### Track usage over the die, run 1

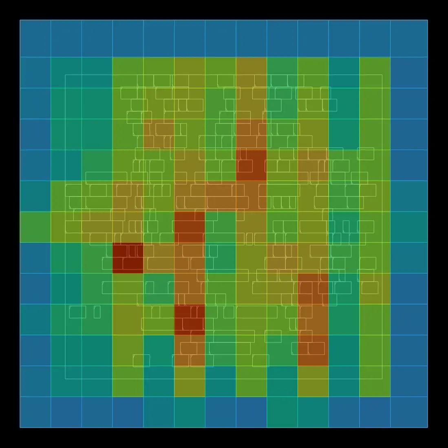
### Where the registers sit, run 1

Drawn at 4 px/um. Other sequential cells in the stronger grey, the rest of the logic in the fainter grey.
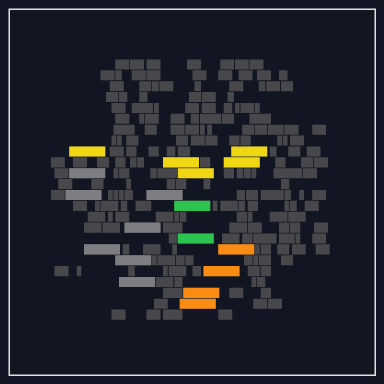
### Close-up of the layout, run 1

Window x 26 to 66, y 44 to 84 um. Cells in grey, sequential cells in the stronger grey; small squares are vias.
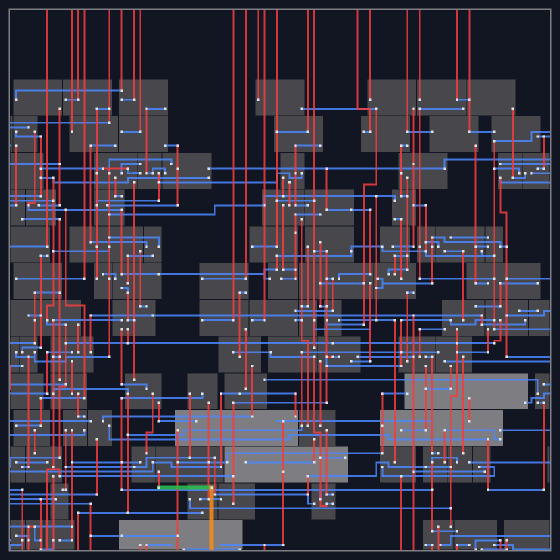
[config.mk]
export PLATFORM = sky130hd
export DESIGN_NAME = wtb_load_scheduler
export DESIGN_NICKNAME = d
export VERILOG_FILES = /design/src/rtl/wtb_load_scheduler.sv
export SDC_FILE = /design/constraint.sdc
export NUM_CORES = 1
export LEC_CHECK = 0
export CORE_MARGIN = 10
export CORE_UTILIZATION = 30
export CTS_CLUSTER_SIZE = 12
export DETAILED_ROUTE_END_ITERATION = 8
export PLACE_DENSITY_LB_ADDON = 0.25
export SLEW_MARGIN = 10
export SYNTH_ARGS = -nofsm -noshare
export SYNTH_HDL_FRONTEND = slang
export SYNTH_SLANG_ARGS = --single-unit
[constraint.sdc]
create_clock -name clk -period 3.3 [get_ports clk]
set_clock_uncertainty 0.05 [all_clocks]
set_input_delay 0.66 -clock clk [delete_from_list [all_inputs] [get_ports clk]]
set_output_delay 0.66 -clock clk [all_outputs]
set_load 0.03 [all_outputs]
[src/rtl/wtb_load_scheduler.sv]
// ----------------------------------------------------------------------------
// wtb_load_scheduler
//
// Purpose:
//   Arbitrates wavetable-load requests from NUM_VOICES voice channels onto the
//   single shared wavetable loader. Only one load is in flight at a time.
//   Each load is sequenced as: grant (IDLE) -> one-cycle load strobe (ISSUE)
//   -> wait for loader completion (WAIT) -> per-voice acknowledge (DONE).
//   Voices are served round-robin, starting after the most recently served one.
//
// Optional feature (compile-time macro WTB_LOAD_SCHED_TIMEOUT_EN):
//   Adds a watchdog counter in WAIT. If the loader does not report completion
//   within TIMEOUT_CYCLES cycles, the load is finished anyway: the voice is
//   acknowledged and the sticky timeout_err output is set. Without the macro
//   there is no counter and no timeout_err port.
//
// Ports:
//   clk            in   system clock
//   rst            in   asynchronous reset, active-high
//   req            in   [NUM_VOICES]   level request per voice, held until ack
//   req_wtb_num    in   [5*NUM_VOICES] wavetable number, voice i at [5i+4:5i]
//   ack            out  [NUM_VOICES]   one-cycle completion pulse per voice
//   busy           out  high from grant until ack (inclusive)
//   num_err        out  sticky: loader reported a different wavetable number
//   ldr_load       out  one-cycle load strobe to the loader
//   ldr_wtb_num    out  [5]       wavetable number for the loader
//   ldr_voice_num  out  [VOICE_W] granted voice index
//   ldr_done       in   loader completion pulse
//   ldr_done_num   in   [5]       wavetable number reported with ldr_done
//   ldr_idle       in   loader idle status; no grant is made while low
//   timeout_err    out  sticky watchdog flag (only with the macro defined)
// ----------------------------------------------------------------------------
module wtb_load_scheduler #(
  parameter int NUM_VOICES     = 4,
  parameter int VOICE_W        = 2,
  parameter int TIMEOUT_CYCLES = 4096
) (
  input  logic                    clk,
  input  logic                    rst,
  input  logic [NUM_VOICES-1:0]   req,
  input  logic [5*NUM_VOICES-1:0] req_wtb_num,
  output logic [NUM_VOICES-1:0]   ack,
  output logic                    busy,
  output logic                    num_err,
  output logic                    ldr_load,
  output logic [4:0]              ldr_wtb_num,
  output logic [VOICE_W-1:0]      ldr_voice_num,
  input  logic                    ldr_done,
  input  logic [4:0]              ldr_done_num,
  input  logic                    ldr_idle
`ifdef WTB_LOAD_SCHED_TIMEOUT_EN
  ,
  output logic                    timeout_err
`endif
);

  // Elaboration-time sanity check of the parameter set.
  if ((VOICE_W != $clog2(NUM_VOICES)) || (NUM_VOICES < 2) || (NUM_VOICES > 8) ||
      (TIMEOUT_CYCLES < 1)) begin : g_cfg_err
    $error("wtb_load_scheduler: inconsistent NUM_VOICES/VOICE_W/TIMEOUT_CYCLES");
  end

  typedef enum logic [1:0] {
    S_IDLE  = 2'd0,
    S_ISSUE = 2'd1,
    S_WAIT  = 2'd2,
    S_DONE  = 2'd3
  } state_t;

  state_t                  r_state;
  logic [NUM_VOICES-1:0]   r_ack;
  logic                    r_busy;
  logic                    r_num_err;
  logic                    r_load;
  logic [4:0]              r_wtb;
  logic [VOICE_W-1:0]      r_voice;
  logic [VOICE_W-1:0]      r_rr_ptr;

`ifdef WTB_LOAD_SCHED_TIMEOUT_EN
  localparam int TO_W = $clog2(TIMEOUT_CYCLES) + 1;
  logic [TO_W-1:0]         r_to_cnt;
  logic                    r_to_err;
`endif

  logic [NUM_VOICES-1:0]   w_elig;
  logic [VOICE_W:0]        w_pick;
  logic                    w_pick_vld;
  logic [VOICE_W-1:0]      w_pick_idx;
  logic [5*NUM_VOICES-1:0] w_wtb_shift;
  logic [4:0]              w_pick_wtb;

  // Round-robin search: the first eligible voice at or after ptr, wrapping.
  // Offsets are scanned from the far end so the nearest hit is written last.
  // Returns {valid, index}.
  function automatic logic [VOICE_W:0] rr_pick(input logic [NUM_VOICES-1:0] elig,
                                               input logic [VOICE_W-1:0]    ptr);
    logic [NUM_VOICES-1:0] sh;
    logic [VOICE_W:0]      res;
    int                    idx;
    res = '0;
    for (int k = NUM_VOICES - 1; k >= 0; k--) begin
      idx = int'(ptr) + k;
      if (idx >= NUM_VOICES) idx = idx - NUM_VOICES;
      sh = elig >> idx;
      if (sh[0]) res = {1'b1, VOICE_W'(idx)};
    end
    return res;
  endfunction

  // The voice being acknowledged this cycle still holds req (it drops it the
  // following cycle), so it is masked out to avoid an immediate duplicate load.
  assign w_elig      = req & ~r_ack;
  assign w_pick      = rr_pick(w_elig, r_rr_ptr);
  assign w_pick_vld  = w_pick[VOICE_W];
  assign w_pick_idx  = w_pick[VOICE_W-1:0];
  assign w_wtb_shift = req_wtb_num >> (5 * int'(w_pick_idx));
  assign w_pick_wtb  = w_wtb_shift[4:0];

  // Sequencer. Outputs are registered, so the strobe decided in ISSUE is
  // visible during the first WAIT cycle; a ldr_done in that same cycle is
  // therefore legal and accepted.
  always_ff @(posedge clk or posedge rst) begin
    if (rst) begin
      r_state   <= S_IDLE;
      r_ack     <= '0;
      r_busy    <= 1'b0;
      r_num_err <= 1'b0;
      r_load    <= 1'b0;
      r_wtb     <= '0;
      r_voice   <= '0;
      r_rr_ptr  <= '0;
`ifdef WTB_LOAD_SCHED_TIMEOUT_EN
      r_to_cnt  <= '0;
      r_to_err  <= 1'b0;
`endif
    end else begin
      r_ack  <= '0;
      r_load <= 1'b0;
      case (r_state)
        S_IDLE: begin
          if (w_pick_vld && ldr_idle) begin
            r_voice <= w_pick_idx;
            r_wtb   <= w_pick_wtb;
            r_busy  <= 1'b1;
            r_state <= S_ISSUE;
          end else begin
            r_busy  <= 1'b0;
          end
        end
        S_ISSUE: begin
          r_load   <= 1'b1;
`ifdef WTB_LOAD_SCHED_TIMEOUT_EN
          r_to_cnt <= '0;
`endif
          r_state  <= S_WAIT;
        end
        S_WAIT: begin
          if (ldr_done) begin
            if (ldr_done_num != r_wtb) r_num_err <= 1'b1;
            r_state <= S_DONE;
          end
`ifdef WTB_LOAD_SCHED_TIMEOUT_EN
          else if (r_to_cnt == TO_W'(TIMEOUT_CYCLES - 1)) begin
            r_to_err <= 1'b1;
            r_state  <= S_DONE;
          end else begin
            r_to_cnt <= r_to_cnt + 1'b1;
          end
`endif
        end
        S_DONE: begin
          r_ack <= NUM_VOICES'(1) << r_voice;
          if (r_voice == VOICE_W'(NUM_VOICES - 1)) r_rr_ptr <= '0;
          else                                     r_rr_ptr <= r_voice + 1'b1;
          // busy stays high through the ack cycle; IDLE clears it afterwards
          r_state <= S_IDLE;
        end
        default: r_state <= S_IDLE;
      endcase
    end
  end

  assign ack           = r_ack;
  assign busy          = r_busy;
  assign num_err       = r_num_err;
  assign ldr_load      = r_load;
  assign ldr_wtb_num   = r_wtb;
  assign ldr_voice_num = r_voice;
`ifdef WTB_LOAD_SCHED_TIMEOUT_EN
  assign timeout_err   = r_to_err;
`endif

endmodule

==> flow_metrics.py, run 1 <==
# Flow results
metrics = {
    "status": {
        "status": "finished clean",
    },
    "clocking": {
        "ctsHoldBuffers": 0,
        "cts_sinks": 18,
        "clkLatencyLatePin_ps": 250,
        "clk_path_buf_depth": 2,
        "clk_pin_slew_ps": 70,
        "cts_setup_buffers": 0,
        "cts_tree": "built",
        "cts_resized": 0,
        "root_buffer": "clkbuf_8",
    },
    "timing": {
        "max_freq_mhz": 360.6,
        "period_used_pct": 84.03,
        "holdWs_ps": 437.5,
        "hold_viol": 0,
        "tightest_slew_ps": 670.8,
        "drv_slew": 0,
        "totalNegativeSetupSlack_ps": 0,
        "slew_headroom_pct": 55.23,
        "setup_ws_ps": 527.0,
        "rsz0062_at_grt": "false",
        "setup_viol": 0,
    },
    "detailed_routing": {
        "routed-wl-met2_mm": 1.957,
        "first_pass_iters": 6,
        "wl_per_cell_um": 14.55,
        "ant_nets": 0,
        "route.met3.wl_um": 147,
        "via_per_inst": 4.744,
        "initialDrtViolationCount": 63,
        "remaining_drc_errors": 0,
        "topRoutingLayerUsed": "met4",
    },
    "worst_setup_path": {
        "start_kind": "input pin",
        "worstPathRequired_ps": 3390,
        "endpoint": "r_state[1]",
        "r2r_cells": 8,
        "rrSetupSlack_ps": 540,
        "cpLargestDelayFamily": "AND-OR/OR-AND gates",
        "r2r-end": "r_state[1]",
        "slowest_delay_ps": 470,
        "cp.arrival_ps": 2860,
        "crit_path_start": "req[1]",
        "crit_type": "in -> reg",
        "crit_path_max_fanout": 7,
        "rr_startpoint": "r_rr_ptr[0]",
    },
    "yosys": {
        "synth_flops": 18,
        "yosysMostFrequentCell": "dfrtp_1",
        "yosys_warnings": 0,
        "yosys.cell_types.count": 43,
        "fp_nets": 205,
        "ys_area_um2": 1518,
        "synth_top_area_share_pct": 29.68,
        "common_cells": "dfrtp_1 (18), nor2_1 (14), ha_1 (12)",
        "async_flop_share_pct": 100.0,
        "yosys-stat-cells": 160,
    },
    "power": {
        "power_density_nw_per_um2": 967.1,
        "vdd_drop_max_uv": 542.2,
        "p_clk_share_pct": 8.7,
        "power.switching_uw": 937.9,
        "p_total_mw": 2.058,
        "internal_power_mw": 1.120,
        "power_frac_seq_pct": 19.7,
    },
    "run": {
        "tool_warnings": 35,
        "drv_cap": 0,
    },
    "global_route": {
        "grt_pass1_wl_mm": 6.948,
        "grt_max_degree": 23,
        "met2_usage_pct": 15.87,
        "antenna_found_initial": 0,
        "grt_remaining_overflow": 0,
    },
    "die": {
        "fp_util_pct": 31.51,
        "core_um2": 4817,
        "ioPinCount": 47,
        "rows": 25,
        "fp.dieArea_um2": 8304,
        "die_h_um": 91.13,
        "die_x_um": 91.13,
    },
    "place": {
        "gp_congestion": 0.7563,
        "pre_cts_ws_ps": 287.0,
        "dp.cells": 273,
        "io_buffers": 46,
    },
    "worst_hold_path": {
        "worstHoldEndpoint": "num_err",
        "hp-start": "num_err",
        "hold_path_depth": 1,
    },
    "final_layout": {
        "area.growth.synth_to_final_pct": 40.23,
        "antenna_cells": 0,
        "nets": 256,
        "fin_cells": 277,
        "postLayoutCellArea_um2": 2128,
    },
}
About 'Track usage over the die':
busiest grt layer: met2
routing usage on met3: 2.387%
routing usage on met1: 12.73%

About 'Where the registers sit':
Green stands for `r_rr_ptr`, flops 2. Yellow stands for `ldr_wtb_num`, flops 5, where middle. Orange stands for `ack`, flops 4, where bottom middle.
seq pwr: 405 uW
utilization after layout: 44.18%
Seq area share: 21.16%

About 'Close-up of the layout':
Orange stands for met4. Green stands for met3. Red stands for met2. Blue stands for met1.
Sequential cells in the window: 5. Netlist names of flops here include `ldr_wtb_num` (4), `r_state` (1). 92 logic cells have their middle in the window. Most frequent: clkdlybuf4s50_1 (20), mux2i_1 (9), nor2_1 (9).

[run 1: power groups by stage]
stage / Clock [mW] / Sequential [mW] / Combinational [mW]
after floorplan: 0 / 0.507 / 0.967
after global placement: 0 / 0.411 / 1.47
after detailed placement: 0 / 0.412 / 1.48
after CTS: 0.185 / 0.408 / 1.49
after global routing: 0.197 / 0.423 / 1.63
final: 0.180 / 0.405 / 1.47
[run 1: layout by cell type (no fill, tap or decap), types with 2 or more instances in the layout]
cell type and n:
xnor2_1 2, ha_1 12, nand3b_1 3, mux2_4 4, clkbuf_8 4, o21ai_0 9
mux2i_1 10, nand2b_1 7, or3b_1 2, and2_1 5, dfrtp_1 18, o2111ai_1 5
a31o_2 2, a22o_1 5, xor2_1 3, inv_1 11, nor2_2 2, o211ai_1 7
clkdlybuf4s50_1 46, nor2_1 14, nand2_1 6, a21oi_1 6, nand3_1 2, buf_4 5
[run 1: layout make-up]
type	instances	area [um2]
fillers	485	2689
multi-input cells	125	979.7
repair buffers	52	518.0
flip-flops and latches	18	450.4
well taps	67	83.83
clock buffers	4	55.05
inverters	11	41.29
[run 1: cells by family (layout without fill, tap and decap cells)]
kind of cell    count (synthesis)  count (layout)  synth area share [%]
fa+ha+maj                      12              12                 9.893
simple gates                   47              47                 17.72
buf+inv                        17              67                 5.771
xor+xnor                        5               5                 2.886
mux                            16              16                 12.04
flops                          18              18                 29.68
compound gates                 45              45                 22.01
[run 1: flip-flops by register name (all words and copies together) (netlist names)]
| signal | flops |
|---|---|
| num_err | 1 |
| ldr_wtb_num | 5 |
| busy | 1 |
| ack | 4 |
| r_rr_ptr | 2 |
| r_state | 2 |
| ldr_load | 1 |
| ldr_voice_num | 2 |
==> run 2: changes to the inputs <==
==> constraint.sdc (replaced) <==
create_clock -name clk -period 2.5 [get_ports clk]
set_clock_uncertainty 0.05 [all_clocks]
set_input_delay 0.5 -clock clk [delete_from_list [all_inputs] [get_ports clk]]
set_output_delay 0.5 -clock clk [all_outputs]
set_load 0.03 [all_outputs]
### Where the registers sit, run 2

Drawn at 4 px/um. Other sequential cells in the stronger grey, the rest of the logic in the fainter grey.
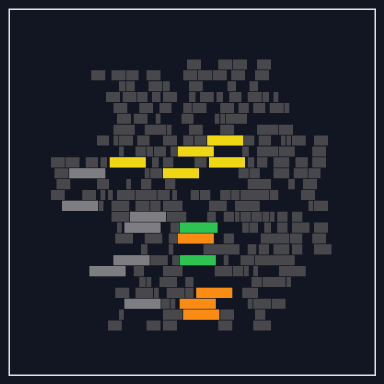
Green stands for `r_rr_ptr`, flops 2. Orange stands for `ack`, flops 4, where bottom middle. Yellow stands for `ldr_wtb_num`, flops 5, where middle.
Another 7 sequential cells are not coloured.

==> flow_metrics.py, run 2 <==
# Flow results
metrics = {
    "place": {
        "dp.cells": 283,
        "gp_congestion": 0.7481,
        "pre_cts_ws_ps": -323.2,
        "place_area_um2": 2163,
        "io_buffers": 46,
    },
    "clocking": {
        "cts_resized": 3,
        "cts_sinks": 18,
        "htreeDepth": 1,
        "clk_pin_slew_ps": 70,
        "root_buffer": "clkbuf_8",
        "ctsHoldBuffers": 0,
        "cts_tree": "built",
        "cts_setup_buffers": 0,
        "clk_path_buf_depth": 2,
        "clkLatencyLatePin_ps": 250,
    },
    "power": {
        "vdd_drop_max_uv": 566.8,
        "power_frac_seq_pct": 17.6,
        "p_clk_share_pct": 7.6,
        "power.switching_mw": 1.349,
        "internal_power_mw": 1.721,
        "p_total_mw": 3.070,
        "power_density_nw_per_um2": 1329,
    },
    "timing": {
        "period_used_pct": 96.31,
        "setup_viol": 0,
        "totalNegativeSetupSlack_ps": 0,
        "max_freq_mhz": 415.3,
        "holdWs_ps": 432.1,
        "setup_ws_ps": 92.25,
        "hold_viol": 0,
        "slew_headroom_pct": 54.76,
        "tightest_slew_ps": 677.9,
        "drv_slew": 0,
    },
    "worst_setup_path": {
        "crit_path_start": "req[0]",
        "start_kind": "input pin",
        "worstPathRequired_ps": 2570,
        "crit_path_max_fanout": 4,
        "rrSetupSlack_ps": 170,
        "crit_type": "in -> reg",
        "cp.arrival_ps": 2480,
        "rr_startpoint": "r_rr_ptr[0]",
    },
    "global_route": {
        "grt_max_degree": 23,
        "antenna_found_initial": 0,
        "grtUsageTotal_pct": 9.651,
        "grt_pass1_wl_mm": 6.782,
        "grt_remaining_overflow": 0,
        "first_global_vias": 1383,
    },
    "yosys": {
        "ff_type": "dfrtp_1",
        "yosysMostFrequentCell": "dfrtp_1",
        "async_flop_share_pct": 100.0,
        "syn_area_um2": 1518,
        "synth_flops": 18,
        "yosys.cell_types.count": 43,
        "synth-edff-count": 0,
        "yosys_warnings": 0,
        "synth_top_area_share_pct": 29.68,
        "top_area_cell": "dfrtp_1",
        "area_leaders": "dfrtp_1 (30%), ha_1 (9.9%), mux2i_1 (6.6%), mux2_4 (4.0%), nor2_1 (3.5%)",
        "yosysSeqAreaShare_pct": 29.68,
        "common_cells": "dfrtp_1 (18), nor2_1 (14), ha_1 (12)",
        "ys_area_um2": 1518,
        "yosys-stat-cells": 160,
        "fp_nets": 205,
    },
    "final_layout": {
        "utilization_pct": 47.95,
        "nets": 267,
        "area.growth.synth_to_final_pct": 52.18,
        "lay_top_cells": "clkdlybuf4s50_1 (44), dfrtp_1 (17), nor2_1 (14), buf_4 (14), ha_1 (11)",
        "fill_cells": 495,
        "postLayoutCellArea_um2": 2310,
        "largest_register_ffs": 5,
        "lay_top_count": "clkdlybuf4s50_1",
        "antenna_cells": 0,
        "fin_cells": 288,
    },
    "detailed_routing": {
        "remaining_drc_errors": 0,
        "ant_nets": 0,
        "first_pass_iters": 4,
        "wl_per_cell_um": 14.60,
        "initialDrtViolationCount": 51,
        "via_per_inst": 4.830,
    },
    "run": {
        "tool_warnings": 35,
        "drv_cap": 0,
    },
    "die": {
        "fp_util_pct": 31.51,
        "die_x_um": 91.13,
        "rows": 25,
        "ioPinCount": 47,
        "core_um2": 4817,
        "die_h_um": 91.13,
        "fp.dieArea_um2": 8304,
    },
    "worst_hold_path": {
        "hp-start": "num_err",
    },
    "status": {
        "status": "finished clean",
    },
}
## run 2: path summary, 6_finish.rpt
check | endpoint | cells after the start
max | ldr_wtb_num[0] | 9
min reg2reg | num_err | 1
max reg2reg | ldr_wtb_num[0] | 9
min in group asynchronous | ldr_wtb_num[4] | 2
min | num_err | 1
max in group asynchronous | r_rr_ptr[0] | 2
## run 2: logic make-up (layout without fill, tap and decap cells)
kind of cell	Yosys count	after routing	synth area share, %
flip-flops	18	18	29.68
AND/OR/NAND/NOR	47	47	17.72
XOR/XNOR	5	5	2.886
multiplexers	16	16	12.04
adder cells (fa/ha/maj)	12	12	9.893
AND-OR/OR-AND	45	45	22.01
buffers and inverters	17	78	5.771
## run 2: per-layer routing
metal | global-route usage [%] | routed length [um] | vias to the layer above
met3 | 2.798 | 226 | 5
li1 | - | - | 694
met2 | 15.93 | 2048 | 29
met4 | 1.828 | 22 | 0
met1 | 12.22 | 1906 | 663
met5 | 0 | 0 | -
## run 2: final cells by class
type	instances	area, um2	share of cell area, %
sequential	18	451.7	19.56
tap	67	83.83	3.629
inverter	11	43.79	1.896
multi-input combinational	125	1062	45.99
clock buffer	4	55.05	2.384
timing repair buffer	63	613.1	26.54
## run 2: worst max-delay path, stage by stage
cell	delay, ps
clkdlybuf4s50_1	490
nor3b_1	240
a31oi_2	120
a211oi_4	320
nor2_2	100
buf_6	140
mux2_4	290
o2111ai_1	170
o211ai_1	120
## run 2: power groups by stage
| stage | combinational [mW] | sequential (mW) | clock [mW] |
|---|---|---|---|
| finish | 2.30 | 0.542 | 0.233 |
| global route | 2.48 | 0.562 | 0.258 |
| CTS | 2.14 | 0.540 | 0.241 |
| detailed placement | 2.11 | 0.544 | 0 |
| global placement | 2.10 | 0.542 | 0 |
| floorplan | 1.30 | 0.669 | 0 |
==> run 3: changes to the inputs <==
--- a/config.mk
+++ b/config.mk
@@ -6,7 +6,7 @@
 export NUM_CORES = 1
 export LEC_CHECK = 0
 export CORE_MARGIN = 10
-export CORE_UTILIZATION = 30
+export CORE_UTILIZATION = 42
 export CTS_CLUSTER_SIZE = 12
 export DETAILED_ROUTE_END_ITERATION = 8
 export PLACE_DENSITY_LB_ADDON = 0.25
### Metal 2, run 3

Drawn at 3 px/um.
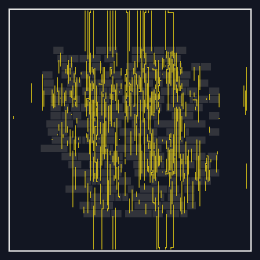
The longest straight run is 32.3 um. 234 nets have wire on it. The layer carries 2200 um of wire.

==> flow_metrics.py, run 3 <==
# Flow results
metrics = {
    "die": {
        "rows": 21,
        "die_x_um": 80.12,
        "fp.dieArea_um2": 6418,
        "die_h_um": 80.12,
        "ioPinCount": 47,
        "core_um2": 3416,
    },
    "detailed_routing": {
        "initialDrtViolationCount": 75,
        "ant_nets": 0,
        "remaining_drc_errors": 0,
        "wl_per_cell_um": 16.22,
        "routed-wl-met2_mm": 2.199,
        "first_pass_iters": 4,
        "topRoutingLayerUsed": "met4",
    },
    "clocking": {
        "clkLatencyLatePin_ps": 300,
        "root_buffer": "clkbuf_4",
        "cts_sinks": 18,
        "clk_pin_slew_ps": 100,
        "cts_tree": "built",
    },
    "global_route": {
        "antenna_found_initial": 0,
        "met2_usage_pct": 22.23,
        "grt_remaining_overflow": 0,
        "grt_use_met1_pct": 15.17,
        "use_met3_pct": 3.898,
        "grt_pass1_wl_mm": 6.920,
        "grt.busiest_layer": "met2",
    },
    "worst_setup_path": {
        "worstPathRequired_ps": 2640,
        "slowest_delay_ps": 460,
        "cp.arrival_ps": 2570,
        "slowest_stage": "clkdlybuf4s50_1",
        "endpoint": "r_state[1]",
        "critPathBufInv": 1,
        "crit_path_max_fanout": 2,
        "rrSetupSlack_ps": 100,
        "r2r_cells": 10,
        "rr_startpoint": "r_rr_ptr[0]",
        "path_cells": "clkdlybuf4s50_1 -> or3b_4 -> a21boi_4 -> o32ai_4 -> a31o_2 -> and2_4 -> a21oi_2 -> mux2_4",
        "crit_type": "in -> reg",
    },
    "yosys": {
        "syn_area_um2": 1518,
        "yosys.cell_types.count": 43,
        "synth-edff-count": 0,
        "yosys_warnings": 0,
        "synth_flops": 18,
        "ys_area_um2": 1518,
        "area_leaders": "dfrtp_1 (30%), ha_1 (9.9%), mux2i_1 (6.6%), mux2_4 (4.0%), nor2_1 (3.5%)",
        "yosys-stat-cells": 160,
        "top_area_cell": "dfrtp_1",
        "ff_type": "dfrtp_1",
    },
    "timing": {
        "drv_slew": 0,
        "hold_viol": 0,
        "setup_viol": 0,
        "tightest_slew_ps": 672.7,
    },
    "worst_hold_path": {
        "hold_path_depth": 1,
        "hp-start": "num_err",
        "worstHoldEndpoint": "num_err",
    },
    "final_layout": {
        "nets": 267,
        "lay_top_cells": "clkdlybuf4s50_1 (45), dfrtp_1 (17), nor2_1 (14)",
        "postLayoutCellArea_um2": 2286,
        "area.growth.synth_to_final_pct": 50.62,
        "largest_register_ffs": 5,
        "fill_cells": 280,
        "antenna_cells": 0,
    },
    "status": {
        "status": "finished clean",
    },
    "power": {
        "vdd_drop_max_uv": 724.0,
    },
    "place": {
        "gp_congestion": 0.9198,
        "io_buffers": 46,
    },
}
## run 3: cell counts after synthesis
Identical to the previous run, type by type.
## run 3: cells by family after synthesis
group                    Yosys count  share of synthesized area (%)
AND-OR/OR-AND                     45                          22.01
XOR/XNOR                           5                          2.886
adder cells (fa/ha/maj)           12                          9.893
buffers and inverters             17                          5.771
flip-flops                        18                          29.68
multiplexers                      16                          12.04
AND/OR/NAND/NOR                   47                          17.72
## run 3: power by group
group | switching [mW] | internal (mW)
registers | 0.132 | 0.412
logic | 1.18 | 1.22
clock network | 0.0928 | 0.0889
## run 3: area by class of cell
type                       count  area [um2]  share of cell area (%)
multi-input combinational    125        1074                   46.96
timing repair buffer          63       623.1                   27.26
sequential                    18       451.7                   19.76
tap                           46       57.56                   2.518
inverter                      11       43.79                   1.916
clock buffer                   4       36.28                   1.587
## run 3: worst register-to-register path, delay by kind of cell (launching register included)
kind / cells / cell delay (ps)
AOI/OAI and AO/OA: 4 / 920
DFF: 1 / 500
muxes: 1 / 140
and+or+nand+nor: 1 / 90
buffers and inverters: 3 / 380
adders and majority gates: 1 / 250
## run 3: through the flow
stage                     setup TNS [ps]  hold slack, ps  power [mW]  std cells  util [%]
after floorplan                        0           388.6       1.974        160         -
after global placement             -1809           405.4       2.614        260     62.49
after detailed placement           -2200           409.1       2.692        260     62.49
after CTS                              0           438.7       2.896        264     63.70
after global routing              -54.10           482.2       3.345        267     66.92
final                                  0           432.0       3.123        267     66.92
## run 3: repair_timing
| item | 4_1_cts | 5_1_grt |
|---|---|---|
| setup endpoints to repair | 5 | 7 |
| resized | 2 | 19 |
| buffers inserted | 0 | 3 |
| pin swaps | 0 | 6 |
No activity file was given, so power comes from the tool's default toggle rates.
